===== src/rtl/seq_pkg.sv =====
// Shared types and constants for the control sequencer: FSM states, microstep
// width and flag bit positions.
package seq_pkg;

  typedef enum logic [1:0] {
    PAUSE  = 2'd0,
    RUN    = 2'd1,
    HALTED = 2'd2
  } seq_state_t;

  localparam int STEP_W = 2;
  localparam logic [STEP_W-1:0] LAST_STEP = 2'd3;

  localparam int FLAG_C = 1;
  localparam int FLAG_Z = 0;

endpackage


===== src/rtl/control_sequencer_if.sv =====
// Control-word / instruction-bus bundle between the control ROM side (master)
// and the sequencer (slave), including the decoded IR fields and flags.
interface control_sequencer_if;
  logic [7:0] bus_in;
  logic       IIn;
  logic       FIn;
  logic       HLT;
  logic       carry_in;
  logic       zero_in;
  logic       ctrl_idle;
  logic [3:0] opcode;
  logic [3:0] operand;
  logic [1:0] flags;

  modport master (
    output bus_in, IIn, FIn, HLT, carry_in, zero_in, ctrl_idle,
    input  opcode, operand, flags
  );

  modport slave (
    input  bus_in, IIn, FIn, HLT, carry_in, zero_in, ctrl_idle,
    output opcode, operand, flags
  );
endinterface


===== src/rtl/seq_step_counter.sv =====
// Microstep counter and completed-instruction counter. Optional feature macro:
// SEQ_EARLY_END_EN lets an idle control word end the instruction early.
module seq_step_counter
  import seq_pkg::*;
(
  input  logic              clk,
  input  logic              rst,
  input  logic              en,
  input  logic              ctrl_idle,
  output logic [STEP_W-1:0] step,
  output logic [7:0]        instr_count
);

  logic early_end;
  logic instr_end;

`ifdef SEQ_EARLY_END_EN
  assign early_end = ctrl_idle && (step != '0);
`else
  logic unused_ctrl_idle;
  assign unused_ctrl_idle = ctrl_idle;
  assign early_end        = 1'b0;
`endif

  assign instr_end = (step == LAST_STEP) || early_end;

  // NOTE: state registers use non-blocking assignments so every flop samples
  // pre-edge values regardless of block evaluation order.
  always_ff @(posedge clk or posedge rst) begin
    if (rst) begin
      step        <= '0;
      instr_count <= '0;
    end else if (en) begin
      step <= instr_end ? '0 : step + STEP_W'(1);
      if (instr_end) begin
        instr_count <= instr_count + 8'd1;
      end
    end
  end

endmodule


===== src/rtl/control_sequencer.sv =====
// Run/step/halt sequencer: gates the datapath clock enable, owns the
// instruction register and flags, and tracks microsteps via seq_step_counter.
module control_sequencer
  import seq_pkg::*;
(
  input  logic                clk,
  input  logic                rst,
  input  logic                run_mode,
  input  logic                step_req,
  control_sequencer_if.slave  cw,
  output logic [STEP_W-1:0]   step,
  output logic                clk_en,
  output logic                halted,
  output logic [7:0]          instr_count
);

  seq_state_t state;
  logic       step_armed;
  logic       step_edge;
  logic       adv;
  logic [7:0] ir;
  logic [1:0] flags_q;

  // step_armed means "step_req was seen low"; it clears on reset so a level
  // held through reset release never counts as a rising edge.
  assign step_edge = step_req && step_armed;
  assign adv       = (state == RUN) || ((state == PAUSE) && step_edge);
  assign clk_en    = adv && !cw.HLT && !rst;

  always_ff @(posedge clk or posedge rst) begin
    if (rst) begin
      step_armed <= 1'b0;
    end else begin
      step_armed <= !step_req;
    end
  end

  always_ff @(posedge clk or posedge rst) begin
    if (rst) begin
      state  <= PAUSE;
      halted <= 1'b0;
    end else begin
      case (state)
        PAUSE: begin
          if (adv && cw.HLT) begin
            state  <= HALTED;
            halted <= 1'b1;
          end else if (run_mode) begin
            state <= RUN;
          end
        end
        RUN: begin
          if (cw.HLT) begin
            state  <= HALTED;
            halted <= 1'b1;
          end else if (!run_mode) begin
            state <= PAUSE;
          end
        end
        HALTED: begin
          state  <= HALTED;
          halted <= 1'b1;
        end
        default: begin
          state  <= PAUSE;
          halted <= 1'b0;
        end
      endcase
    end
  end

  always_ff @(posedge clk or posedge rst) begin
    if (rst) begin
      ir      <= '0;
      flags_q <= '0;
    end else if (clk_en) begin
      if (!cw.IIn) begin
        ir <= cw.bus_in;
      end
      if (!cw.FIn) begin
        flags_q[FLAG_C] <= cw.carry_in;
        flags_q[FLAG_Z] <= cw.zero_in;
      end
    end
  end

  assign cw.opcode  = ir[7:4];
  assign cw.operand = ir[3:0];
  assign cw.flags   = flags_q;

  seq_step_counter u_step_counter (
    .clk         (clk),
    .rst         (rst),
    .en          (clk_en),
    .ctrl_idle   (cw.ctrl_idle),
    .step        (step),
    .instr_count (instr_count)
  );

endmodule

===== src/flat_wrapper.sv =====
// flat-port wrapper written by rule: the top's interface ports become plain ports
module control_sequencer_flat import seq_pkg::*;
  (clk, rst, run_mode, step_req, step, clk_en, halted, instr_count, cw_bus_in, cw_IIn, cw_FIn, cw_HLT, cw_carry_in, cw_zero_in, cw_ctrl_idle, cw_opcode, cw_operand, cw_flags);
  control_sequencer_if cw_i ();
  input  logic clk;
  input  logic rst;
  input  logic run_mode;
  input  logic step_req;
  output logic [STEP_W-1:0] step;
  output logic clk_en;
  output logic halted;
  output logic [7:0] instr_count;
  input wire logic [$bits(cw_i.bus_in)-1:0] cw_bus_in;
  input wire logic [$bits(cw_i.IIn)-1:0] cw_IIn;
  input wire logic [$bits(cw_i.FIn)-1:0] cw_FIn;
  input wire logic [$bits(cw_i.HLT)-1:0] cw_HLT;
  input wire logic [$bits(cw_i.carry_in)-1:0] cw_carry_in;
  input wire logic [$bits(cw_i.zero_in)-1:0] cw_zero_in;
  input wire logic [$bits(cw_i.ctrl_idle)-1:0] cw_ctrl_idle;
  output wire logic [$bits(cw_i.opcode)-1:0] cw_opcode;
  output wire logic [$bits(cw_i.operand)-1:0] cw_operand;
  output wire logic [$bits(cw_i.flags)-1:0] cw_flags;
  assign cw_i.bus_in = cw_bus_in;
  assign cw_i.IIn = cw_IIn;
  assign cw_i.FIn = cw_FIn;
  assign cw_i.HLT = cw_HLT;
  assign cw_i.carry_in = cw_carry_in;
  assign cw_i.zero_in = cw_zero_in;
  assign cw_i.ctrl_idle = cw_ctrl_idle;
  assign cw_opcode = cw_i.opcode;
  assign cw_operand = cw_i.operand;
  assign cw_flags = cw_i.flags;
  control_sequencer u_core (.clk(clk), .rst(rst), .run_mode(run_mode), .step_req(step_req), .cw(cw_i), .step(step), .clk_en(clk_en), .halted(halted), .instr_count(instr_count));
endmodule

===== config.mk =====
export PLATFORM = sky130hd
export DESIGN_NAME = control_sequencer_flat
export DESIGN_NICKNAME = d
export VERILOG_FILES = /design/src/rtl/seq_pkg.sv /design/src/rtl/control_sequencer_if.sv /design/src/rtl/seq_step_counter.sv /design/src/rtl/control_sequencer.sv /design/src/flat_wrapper.sv
export SDC_FILE = /design/constraint.sdc
export NUM_CORES = 1
export LEC_CHECK = 0
export CORE_UTILIZATION = 45
export DETAILED_ROUTE_END_ITERATION = 8
export MAX_ROUTING_LAYER = met4
export PLACE_DENSITY = 0.83
export SLEW_MARGIN = 20
export SYNTH_ARGS = -nofsm -noshare
export SYNTH_HDL_FRONTEND = slang
export SYNTH_SLANG_ARGS = --single-unit

===== constraint.sdc =====
create_clock -name clk -period 4.5 [get_ports clk]
set_input_delay 0.675 -clock clk [delete_from_list [all_inputs] [get_ports clk]]
set_output_delay 0.675 -clock clk [all_outputs]
set_load 0.005 [all_outputs]

### Gate-type map

The bar under the picture is 10 um long.
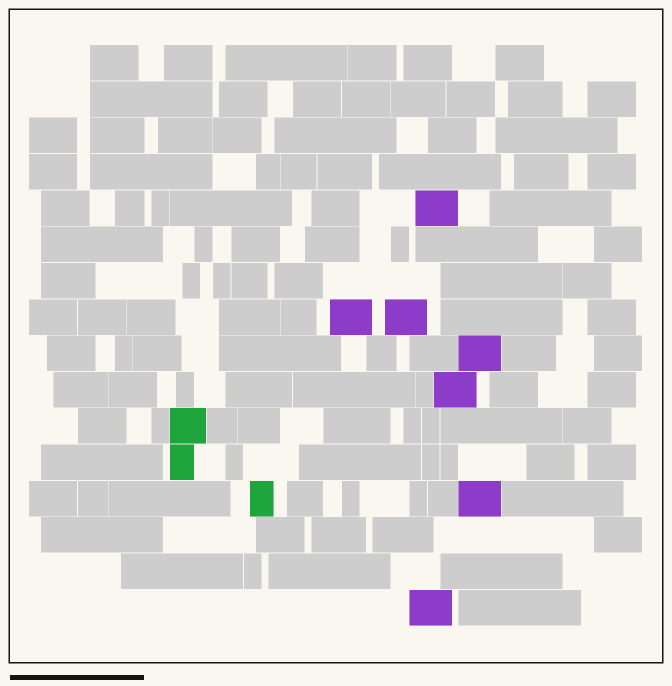
aoi and oai cells: drawn in green, cells 3. xor and xnor cells: drawn in purple, cells 7.
final std cells w/o fill: 143
most instantiated logic cell after routing: clkdlybuf4s50_1
logic share of the area: 25.84%

### Routing congestion map

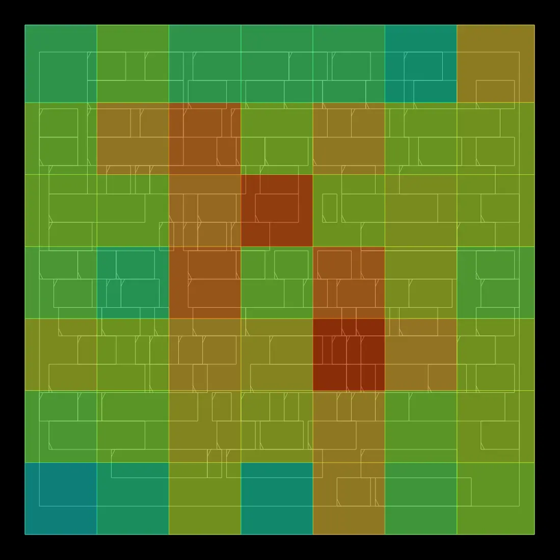
post-layout util: 70.88%
Total GRT Usage: 19.25%
DR WL/cell: 13.01 um

==> results_slide.txt <==
Key Metrics from the Run

Timing
  – Cycle use final: 70.86%
  – Setup TNS: 0 ps
  – Worst slew pin tran: 905.5 ps
  – Final hold violation count: 0
  – RSZ-0062 raised after global routing: false
  – Max-slew violation count: 0
  – Hold slack: roughly 480 ps
  – Fmax: 313.6 MHz
  – # setup viols final: 0
  – Crit path time final: around 3200 ps
  – Max_slew headroom: 39.57%
  – Worst Clk Skew: 4.401 ps

Synthesis
  – YS warnings: 0
  – Yosys top cell by area: dfrtp_1
  – Synthesized area per cell: 12.99 sq um
  – Synthesized registers: 24
  – Post-Syn Nets: 96
  – Async set-or-reset flop fraction in the synthesized netlist: 100.0%
  – Mapped Cells: 76
  – Simple Share, Synth: 13.31%
  – Dominant combinational family: simple AND/OR/NAND/NOR gates
  – Area fraction in mux cells: 12.55%
  – Post-synth top cells: 24 x dfrtp_1, 11 x mux2_2, 8 x nand2_1
  – Fa+ha+maj area frac: 2.535%
  – Number of cells in Yosys stat: 76
  – YS chip area: 987.2 sq um
  – Count leader, synth: dfrtp_1
  – Synth Cell Area: 987.2 sq um
  – Dominant register cell: dfrtp_1
  – Synth Seq Share: 60.84%
  – XOR Share, Synth: between 6 and 7%
  – Max-area cell share: 60.84%
  – Top cells by area: dfrtp_1 61%, mux2_2 13%, xor2_1 3.5%, nand2_1 3.0%, or4b_4 2.8%
  – Compound Share, Synth: 2.535%

Clock tree
  – Worst-path clk slew: 110 ps
  – # resized after CTS: 0
  – Hold buffer count at cts: 0
  – CTS root buffer: clkbuf_4
  – CTS Buffer Depth: 2
  – Postcts setup bufs: 0
  – CTS Sinks: 24
  – Late-Pin Clk Latency: 300 ps
  – H-tree depth: 1

Route
  – Vias/cell: 4.979
  – Pre-antenna DRT Iters: 4
  – WL met1: 782 um
  – Post-route ant nets: 0
  – Total wire length: 1860 um
  – DR WL met2: about 1000 um
  – Metal3 WL: 70 um
  – DR vias: 712
  – Initial drt markers: 3
  – Drt drc: 0
  – Highest metal used: met4

Placement
  – Area of placed instances: 1396 sq um
  – HPWL after DPL: between 1000 and 1500 um
  – Pre-CTS WS: 1308 ps
  – Port buffer count: 38
  – Placed insts: roughly 140

Die
  – Num tapcells: 27
  – Die Ht: 48.84 um
  – Core area: 2002 sq um
  – Num rows: 16
  – Io pins: 40

Power
  – Pwr dens: 434.7 nW/um^2
  – Static leakage: 0.0006503 uW
  – Tot Pwr: 616.7 uW
  – Comb pwr share: 34.7%
  – Peak supply drop: 332.5 uV
  – Clock power share: 14.2%
  – Psw: 158.0 uW
  – Power share of the sequential group: 51.1%
  – Sw Ratio: about 26%
  – Int Pwr: between 400 and 500 uW

Global route
  – Largest net degree at the start of global routing: 25
  – Grt total ovfl: 0
  – Vias in the first global route: 796
  – First-pass GRT wire length: 3339 um
  – Global routing usage on met1: between 20% and 30%
  – Grt peak-use layer: met2
  – Met2 usage in global routing: around a third
  – Initial antenna violation count: 0

Cells and area
  – Fraction of area in non-clock buffers: a little over a quarter
  – Sequential share of cell area: 42.33%
  – Multi-input logic cell count: 47
  – Biggest Area Class: registers
  – Fraction of layout instances using a drive strength above 1: 16.38%
  – # clk buffers: 3
  – Inverters: 4
  – Nets: 138
  – FF+latch area: 600.6 sq um
  – Gate Area: 366.6 sq um
  – Clock network area share: 1.587%

Min path
  – Hold Path Class: reg -> reg

Critical path
  – Crit. End Element: primary output
  – Worst-path maximum fanout: 5
  – CP Class: in -> out
  – Type of origin of the critical path: primary input
  – CP required: 3830 ps

Run status
  – Outcome: complete, no violations

Flow run
  – Max-cap violation count: 0
  – Number of logged tool warnings: 27
### Cell sizes after repair

The bar under the picture is 10 um long.
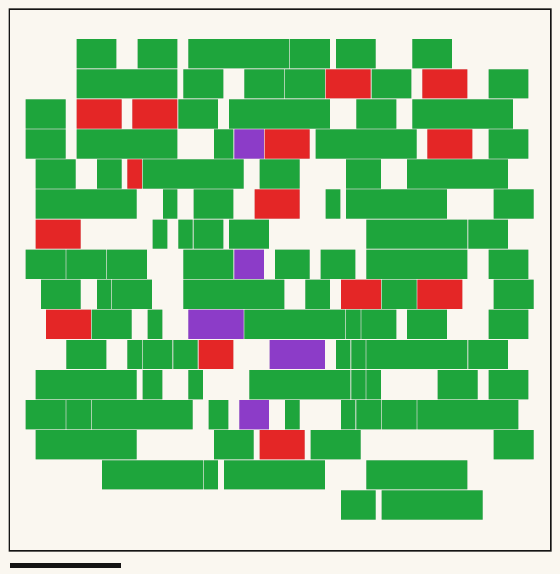
_3 and _4 cells: drawn in purple, cells 5. _0 and _1 cells: drawn in green, cells 97. _2 cells: drawn in red, cells 14.
Area growth syn-to-layout: 43.73%
Design Area, Final: 1419 sq um
bufs w/o clock: 38
final worst slack: 1311 ps

cells in the final DEF (no fill, tap or decap):
cell type	netlist	layout
clkdlybuf4s50_1	0	38
dfrtp_1	24	24
mux2_2	11	11
nand2_1	8	8
nor2_1	5	5
xor2_1	4	4
inv_1	3	3
xnor2_1	3	3
clkbuf_4	0	3
a21oi_1	2	2
or4b_4	2	2
nand4_1	2	2
ha_1	2	2
or4_2	1	1
inv_2	1	1
nand2b_1	1	1
nor2b_1	1	1
a22oi_1	1	1
nor3_1	1	1
a21o_1	1	1
and2_1	1	1
nor3_2	1	1
worst paths after layout:
kind                                                 startpoint                              endpoint  slack (ps)  depth (start not counted)
max reg2reg                       u_core.u_step_counter.step[0]  u_core.u_step_counter.instr_count[7]        2460                          5
min reg2reg                u_core.u_step_counter.instr_count[7]  u_core.u_step_counter.instr_count[7]         480                          1
min                        u_core.u_step_counter.instr_count[7]  u_core.u_step_counter.instr_count[7]         480                          1
max in group asynchronous                                   rst                          u_core.ir[4]        3040                          2
min in group asynchronous                                   rst         u_core.u_step_counter.step[0]         910                          2
max                                                    step_req                                clk_en        1310                          5
registers in the layout (all words and copies together), names as in the netlist:
name	count
u_core.state	2
u_core.ir	8
u_core.cw.flags	2
u_core.u_step_counter.step	2
u_core.halted	1
u_core.step_armed	1
u_core.u_step_counter.instr_count	8
power by group through the flow:
stage               combinational [uW]  clock [uW]  sequential [uW]
global route                       234         103              325
finish                             214        87.6              315
floorplan                         71.2           0              321
detailed placement                 216           0              320
global placement                   211           0              316
CTS                                218        91.3              315
worst max-delay path, cell delays in order:
cell             delay (ps)
clkdlybuf4s50_1         480
a21oi_1                 120
or4_2                   640
inv_2                   110
clkdlybuf4s50_1         500
Power figures rest on the tool's default switching activity, not on a simulated workload.
